### src/rtl/mcycle_pkg.sv
// Shared encodings for the multi-cycle control sequencer:
// state codes, opcodes, mux encodings and the control bundle.
package mcycle_pkg;

  typedef enum logic [3:0] {
    S_FETCH  = 4'd0,
    S_DECODE = 4'd1,
    S_MEMADR = 4'd2,
    S_MEMRD  = 4'd3,
    S_MEMWB  = 4'd4,
    S_MEMWR  = 4'd5,
    S_EXE    = 4'd6,
    S_RWB    = 4'd7,
    S_BRANCH = 4'd8,
    S_JUMP   = 4'd9,
    S_ADDIEX = 4'd10,
    S_ADDIWB = 4'd11,
    S_HALT   = 4'd12
  } state_t;

  localparam logic [5:0] OP_R    = 6'b000000;
  localparam logic [5:0] OP_LW   = 6'b100011;
  localparam logic [5:0] OP_SW   = 6'b101011;
  localparam logic [5:0] OP_BEQ  = 6'b000100;
  localparam logic [5:0] OP_J    = 6'b000010;
  localparam logic [5:0] OP_ADDI = 6'b001000;

  localparam logic [1:0] SRCB_B    = 2'b00;
  localparam logic [1:0] SRCB_4    = 2'b01;
  localparam logic [1:0] SRCB_IMM  = 2'b10;
  localparam logic [1:0] SRCB_IMM2 = 2'b11;

  localparam logic [1:0] ALU_ADD   = 2'b00;
  localparam logic [1:0] ALU_SUB   = 2'b01;
  localparam logic [1:0] ALU_FUNCT = 2'b10;

  localparam logic [1:0] PC_ALU    = 2'b00;
  localparam logic [1:0] PC_ALUOUT = 2'b01;
  localparam logic [1:0] PC_JUMP   = 2'b10;

  typedef struct packed {
    logic       pc_en;
    logic       ir_en;
    logic       ab_en;
    logic       alu_out_en;
    logic       mdr_en;
    logic       reg_write;
    logic       mem_read;
    logic       mem_write;
    logic       iord;
    logic       alu_src_a;
    logic       reg_dst;
    logic       mem_to_reg;
    logic [1:0] alu_src_b;
    logic [1:0] alu_op;
    logic [1:0] pc_src;
  } ctrl_t;

  function automatic state_t decode_next(
    input logic [5:0] op
  );
    state_t n;
    unique case (1'b1)
      op == OP_R:    n = S_EXE;
      op == OP_LW:   n = S_MEMADR;
      op == OP_SW:   n = S_MEMADR;
      op == OP_BEQ:  n = S_BRANCH;
      op == OP_J:    n = S_JUMP;
      op == OP_ADDI: n = S_ADDIEX;
      default:       n = S_HALT;
    endcase
    return n;
  endfunction

endpackage

### src/rtl/mcycle_ctrl_outdec.sv
// Combinational state -> control decode; everything is
// forced low while clr is held.
module mcycle_ctrl_outdec
  import mcycle_pkg::*;
(
  input  logic [3:0] state,
  input  logic       mem_rdy,
  input  logic       zero,
  input  logic       clr,
  output ctrl_t      ctrl
);

  ctrl_t c;

  always_comb begin
    c = '0;
    case (state)
      S_FETCH: begin
        c.mem_read  = 1'b1;
        c.alu_src_b = SRCB_4;
        c.alu_op    = ALU_ADD;
        c.pc_src    = PC_ALU;
        c.ir_en     = mem_rdy;
        c.pc_en     = mem_rdy;
      end
      S_DECODE: begin
        c.ab_en      = 1'b1;
        c.alu_out_en = 1'b1;
        c.alu_src_b  = SRCB_IMM2;
        c.alu_op     = ALU_ADD;
      end
      S_MEMADR, S_ADDIEX: begin
        c.alu_src_a  = 1'b1;
        c.alu_src_b  = SRCB_IMM;
        c.alu_op     = ALU_ADD;
        c.alu_out_en = 1'b1;
      end
      S_MEMRD: begin
        c.mem_read = 1'b1;
        c.iord     = 1'b1;
        c.mdr_en   = mem_rdy;
      end
      S_MEMWB: begin
        c.reg_write  = 1'b1;
        c.mem_to_reg = 1'b1;
      end
      S_MEMWR: begin
        c.mem_write = 1'b1;
        c.iord      = 1'b1;
      end
      S_EXE: begin
        c.alu_src_a  = 1'b1;
        c.alu_src_b  = SRCB_B;
        c.alu_op     = ALU_FUNCT;
        c.alu_out_en = 1'b1;
      end
      S_RWB: begin
        c.reg_write = 1'b1;
        c.reg_dst   = 1'b1;
      end
      S_BRANCH: begin
        c.alu_src_a = 1'b1;
        c.alu_src_b = SRCB_B;
        c.alu_op    = ALU_SUB;
        c.pc_src    = PC_ALUOUT;
        c.pc_en     = zero;
      end
      S_JUMP: begin
        c.pc_src = PC_JUMP;
        c.pc_en  = 1'b1;
      end
      S_ADDIWB: begin
        c.reg_write = 1'b1;
      end
      default: c = '0;
    endcase
  end

  assign ctrl = clr ? '0 : c;

endmodule

### src/rtl/mcycle_ctrl.sv
// Multi-cycle sequencer: state register, next-state logic
// and the sticky illegal-opcode flag.
module mcycle_ctrl
  import mcycle_pkg::*;
(
  input  logic       Clk,
  input  logic       Clr,
  input  logic [5:0] Op,
  input  logic       Zero,
  input  logic       MemRdy,
  output logic       PcEn,
  output logic       IrEn,
  output logic       AbEn,
  output logic       AluOutEn,
  output logic       MdrEn,
  output logic       RegWrite,
  output logic       MemRead,
  output logic       MemWrite,
  output logic       IorD,
  output logic       AluSrcA,
  output logic       RegDst,
  output logic       MemToReg,
  output logic [1:0] AluSrcB,
  output logic [1:0] AluOp,
  output logic [1:0] PcSrc,
  output logic [3:0] State,
  output logic       Illegal
);

  state_t state;
  state_t next;
  logic   illegal;
  ctrl_t  ctrl;

  always_ff @(posedge Clk or posedge Clr) begin
    if (Clr) begin
      state   <= S_FETCH;
      illegal <= 1'b0;
    end else begin
      state <= next;
      if (next == S_HALT)
        illegal <= 1'b1;
    end
  end

  always_comb begin
    next = state;
    case (state)
      S_FETCH:  if (MemRdy) next = S_DECODE;
      S_DECODE: next = decode_next(Op);
      S_MEMADR: begin
        unique case (1'b1)
          Op == OP_LW: next = S_MEMRD;
          Op == OP_SW: next = S_MEMWR;
          default:     next = S_HALT;
        endcase
      end
      S_MEMRD:  if (MemRdy) next = S_MEMWB;
      S_MEMWB:  next = S_FETCH;
      S_MEMWR:  if (MemRdy) next = S_FETCH;
      S_EXE:    next = S_RWB;
      S_RWB:    next = S_FETCH;
      S_BRANCH: next = S_FETCH;
      S_JUMP:   next = S_FETCH;
      S_ADDIEX: next = S_ADDIWB;
      S_ADDIWB: next = S_FETCH;
      S_HALT:   next = S_HALT;
      // codes 13-15 are unreachable; park them in HALT
      default:  next = S_HALT;
    endcase
  end

  mcycle_ctrl_outdec u_outdec (
    .state   (state),
    .mem_rdy (MemRdy),
    .zero    (Zero),
    .clr     (Clr),
    .ctrl    (ctrl)
  );

  assign PcEn     = ctrl.pc_en;
  assign IrEn     = ctrl.ir_en;
  assign AbEn     = ctrl.ab_en;
  assign AluOutEn = ctrl.alu_out_en;
  assign MdrEn    = ctrl.mdr_en;
  assign RegWrite = ctrl.reg_write;
  assign MemRead  = ctrl.mem_read;
  assign MemWrite = ctrl.mem_write;
  assign IorD     = ctrl.iord;
  assign AluSrcA  = ctrl.alu_src_a;
  assign RegDst   = ctrl.reg_dst;
  assign MemToReg = ctrl.mem_to_reg;
  assign AluSrcB  = ctrl.alu_src_b;
  assign AluOp    = ctrl.alu_op;
  assign PcSrc    = ctrl.pc_src;
  assign State    = state;
  assign Illegal  = illegal;

endmodule

### config.mk
export PLATFORM = sky130hd
export DESIGN_NAME = mcycle_ctrl
export DESIGN_NICKNAME = d
export VERILOG_FILES = /design/src/rtl/mcycle_pkg.sv /design/src/rtl/mcycle_ctrl_outdec.sv /design/src/rtl/mcycle_ctrl.sv
export SDC_FILE = /design/constraint.sdc
export NUM_CORES = 1
export LEC_CHECK = 0
export CAP_MARGIN = 5
export CORE_MARGIN = 10
export CORE_UTILIZATION = 41
export CTS_CLUSTER_SIZE = 10
export DETAILED_ROUTE_END_ITERATION = 8
export PLACE_DENSITY_LB_ADDON = 0.2
export SYNTH_ARGS = -nofsm -noshare
export SYNTH_HDL_FRONTEND = slang
export SYNTH_SLANG_ARGS = --single-unit
### constraint.sdc
create_clock -name Clk -period 2.75 [get_ports Clk]
set_input_delay 0.4125 -clock Clk [delete_from_list [all_inputs] [get_ports Clk]]
set_output_delay 0.4125 -clock Clk [all_outputs]
set_load 0.005 [all_outputs]
placement_by_type.png
Fill, decap, tap and diode cells in gray.
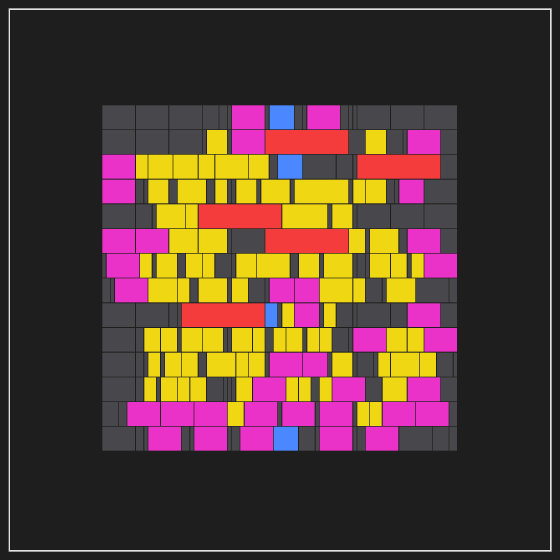
flops -> red  # cells 5, share of their area 13%
clock drivers and dummy loads -> blue  # cells 4, share of their area 2.7%
combinational and other logic -> yellow  # cells 78, share of their area 48%
other buffers and delay cells -> magenta  # cells 37, share of their area 37%
fin area: 996 sq um
flop share of the area: 12.6%
Std-Cell Rows: 14
floorplan core area: 0.00149 sq mm
post-route core utilization: 66.9%

layer_met1.png
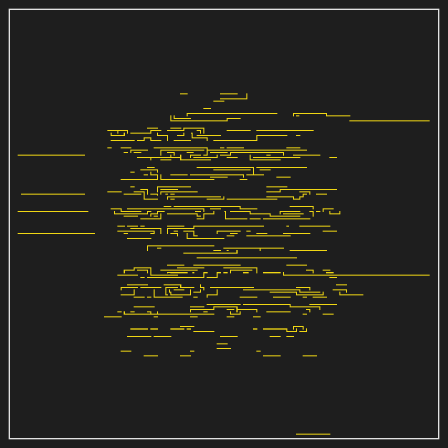
nets with wire on the layer = 120
share of all routed wire = 41%
wire length on this layer = 846 microns
met1 Usage GRT: 13.1%
DR vias: 815
total length of routed wires: 2070 microns

congestion.png
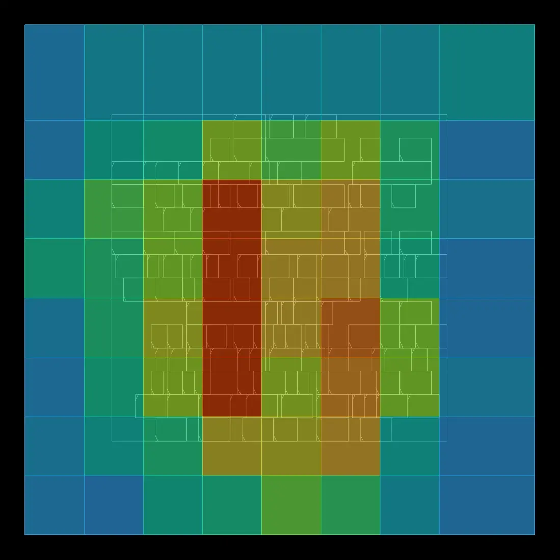
met2 Use GR: 19.6%
Tot GR Track Use: 11.4%
most heavily used metal layer in global routing: met2
met3 Resource Use GR: 1.72%
Avg WL per Cell: 14.8 microns

==> results.py <==
# Metrics from the implementation run
metrics = {
    "run_status": {
        "status": "completed",
    },
    "place": {
        "hpwlAfterDp_microns": 1600,
        "postPlaceCellArea_sq_um": 970,
    },
    "power": {
        "p_int_uw": 401,
        "total_power_uw": 702,
        "leakagePower_uw": 0.000372,
        "combinationalPowerShare_pct": 67.5,
        "swShare_pct": 42.9,
        "p_per_area_mw_per_mm2": 705,
    },
    "finish": {
        "combAreaFraction_pct": 45.7,
        "final_layout_size_suffix_gt1_share_pct": 10.5,
        "num_antenna_cells": 0,
        "clock_tree_area_fraction_pct": 2.64,
        "flop_count": 5,
        "nonClockBufferCount": 37,
        "n_fill_cell": 121,
        "multi_input_comb_area_sq_um": 455,
        "layout.comb_gates.multi_input": 75,
        "dominant_cells": "logic gates",
    },
    "worst_setup_path": {
        "critical_path_class": "reg2out",
        "timing.critical_path.buf_inv": 1,
        "cp_slowest_cell": "sky130_fd_sc_hd__dfrtp_1",
        "timing.critical_path.required_ns": 2.34,
        "worstSetupStartpointType": "register",
        "crit_path_leading_delay_family": "simple AND/OR/NAND/NOR gates",
    },
    "routing": {
        "detail_route.drc_violations": 0,
        "drtIter0Drc": 27,
        "ant_nets": 0,
    },
    "final_timing": {
        "postLayoutSetupSlackWorst_ns": 0.329,
        "hold-worst-slack_ns": 0.569,
        "period_used_pct": 88.0,
        "fmax_mhz": 413,
    },
    "clock_tree": {
        "postCtsSetupBuffers": 0,
        "cts_sinks": 5,
        "cts-root-to-sink-buffers": 2,
        "cts_hold_buffers": 0,
        "cts.clk_slew.worst_paths_ns": 0.05,
        "htree_num_levels": 1,
    },
    "yosys": {
        "async_reset_ff_share_pct": 100,
        "synth-main-ff-cell": "sky130_fd_sc_hd__dfrtp_1",
        "synth-seq-area-share_pct": 19.6,
        "ys_cells": 92,
    },
    "run": {
        "openroad.warnings": 26,
    },
    "global_route": {
        "first_pass_grt_wire_length_microns": 3280,
    },
    "floorplan": {
        "die_area_sq_mm": 0.00353,
    },
    "min_path": {
        "worstHoldPathType": "in2async",
    },
}
io_fan.png
Bar = 20 microns.
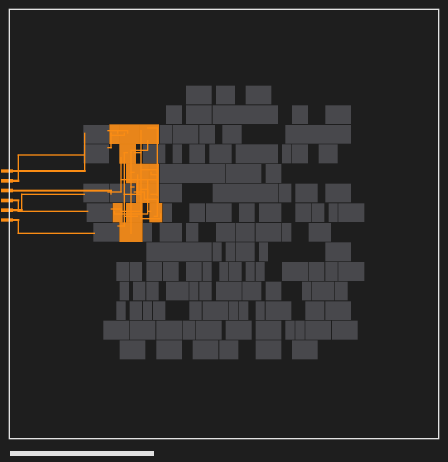
`Op` -> orange  # bits 6, direction input, end cells 11, buffers 6, wire 191 microns

clk_routes.png
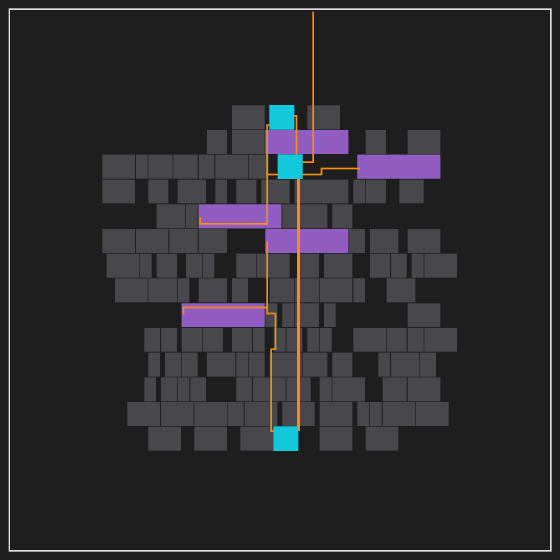
clock drivers -> cyan  # count 3
clock wires -> orange  # length 125 microns
flip-flops -> purple  # count 5
routed clock nets = 4
clock power share: 13.5%
clock skew after layout: 0.00231 ns
clk ins delay skew pair: 0.26 ns
clock distribution power: 94.5 uW

## metal layers
layer | part of all wire [%] | track usage [%]
met5 | 0 | 0
met4 | 1.4 | 5.90
met1 | 41 | 13.1
met2 | 50 | 19.6
met3 | 8.0 | 1.72
## cells in the mapped netlist (2+ instances only)
| library cell | number | area, sq um |
|---|---|---|
| sky130_fd_sc_hd__inv_1 | 3 | 11.3 |
| sky130_fd_sc_hd__dfrtp_1 | 5 | 125 |
| sky130_fd_sc_hd__buf_2 | 3 | 15.0 |
| sky130_fd_sc_hd__nand4_1 | 2 | 12.5 |
| sky130_fd_sc_hd__nor2_1 | 15 | 56.3 |
| sky130_fd_sc_hd__xor2_1 | 2 | 17.5 |
| sky130_fd_sc_hd__nand2_1 | 7 | 26.3 |
| sky130_fd_sc_hd__nand2b_1 | 5 | 31.3 |
| sky130_fd_sc_hd__nor4_1 | 2 | 12.5 |
| sky130_fd_sc_hd__a32o_1 | 2 | 20.0 |
| sky130_fd_sc_hd__a21oi_1 | 3 | 15.0 |
| sky130_fd_sc_hd__o21ai_0 | 5 | 25.0 |
| sky130_fd_sc_hd__o22ai_1 | 3 | 18.8 |
| sky130_fd_sc_hd__nand4b_1 | 2 | 17.5 |
| sky130_fd_sc_hd__nor3_1 | 6 | 30.0 |
| sky130_fd_sc_hd__clkbuf_1 | 4 | 15.0 |
| sky130_fd_sc_hd__nand3_1 | 3 | 15.0 |
## state kept, by name (all words and copies together) (netlist names)
name / cells
State: 4
Illegal: 1
## power groups by stage
stage,combinational [uW],clock (uW),sequential [uW]
4_1_cts,479,97.2,133
3_5_place_dp,478,0,133
2_1_floorplan,281,0,124
5_1_grt,522,98.9,137
3_3_place_gp,478,0,132
6_report,474,94.5,134
## final timing paths
check / startpoint / cells after the start / to / slack, ns
min in group Clk: Illegal$_DFFE_PP0N_ / 2 / Illegal$_DFFE_PP0N_ / 0.59
hold / removal: Clr / 3 / State[1]$_DFF_PP0_ / 0.57
setup / recovery: State[3]$_DFF_PP0_ / 4 / AluSrcB[1] / 0.33
setup reg to reg: State[3]$_DFF_PP0_ / 4 / Illegal$_DFFE_PP0N_ / 1.14
max in group asynchronous: Clr / 3 / Illegal$_DFFE_PP0N_ / 2.06
hold reg to reg: Illegal$_DFFE_PP0N_ / 2 / Illegal$_DFFE_PP0N_ / 0.59
## cell usage in the layout (no fill, tap or decap), drive strengths merged, types with 2 or more instances in the layout
cell           count
nand4              2
nand4b             2
nand3              3
o22ai              3
clkdlybuf4s50     32
nand2b             5
nor2              15
nand2              7
xor2               2
nor4               2
nor3               6
a21oi              3
dfrtp              5
o21ai              5
a32o               2
clkbuf             4
buf                5
inv                3
## kinds of logic (layout without fill, tap and decap cells)
kind of cell | after synthesis | in the layout | synth area share [%]
and+or+nand+nor | 51 | 51 | 43.2
AOI/OAI and AO/OA | 21 | 21 | 24.0
buffers and inverters | 12 | 44 | 8.84
DFF | 5 | 5 | 19.6
xor gates and xnor gates | 2 | 2 | 2.75
muxes | 1 | 1 | 1.57
Power figures rest on the tool's default switching activity, not on a simulated workload.
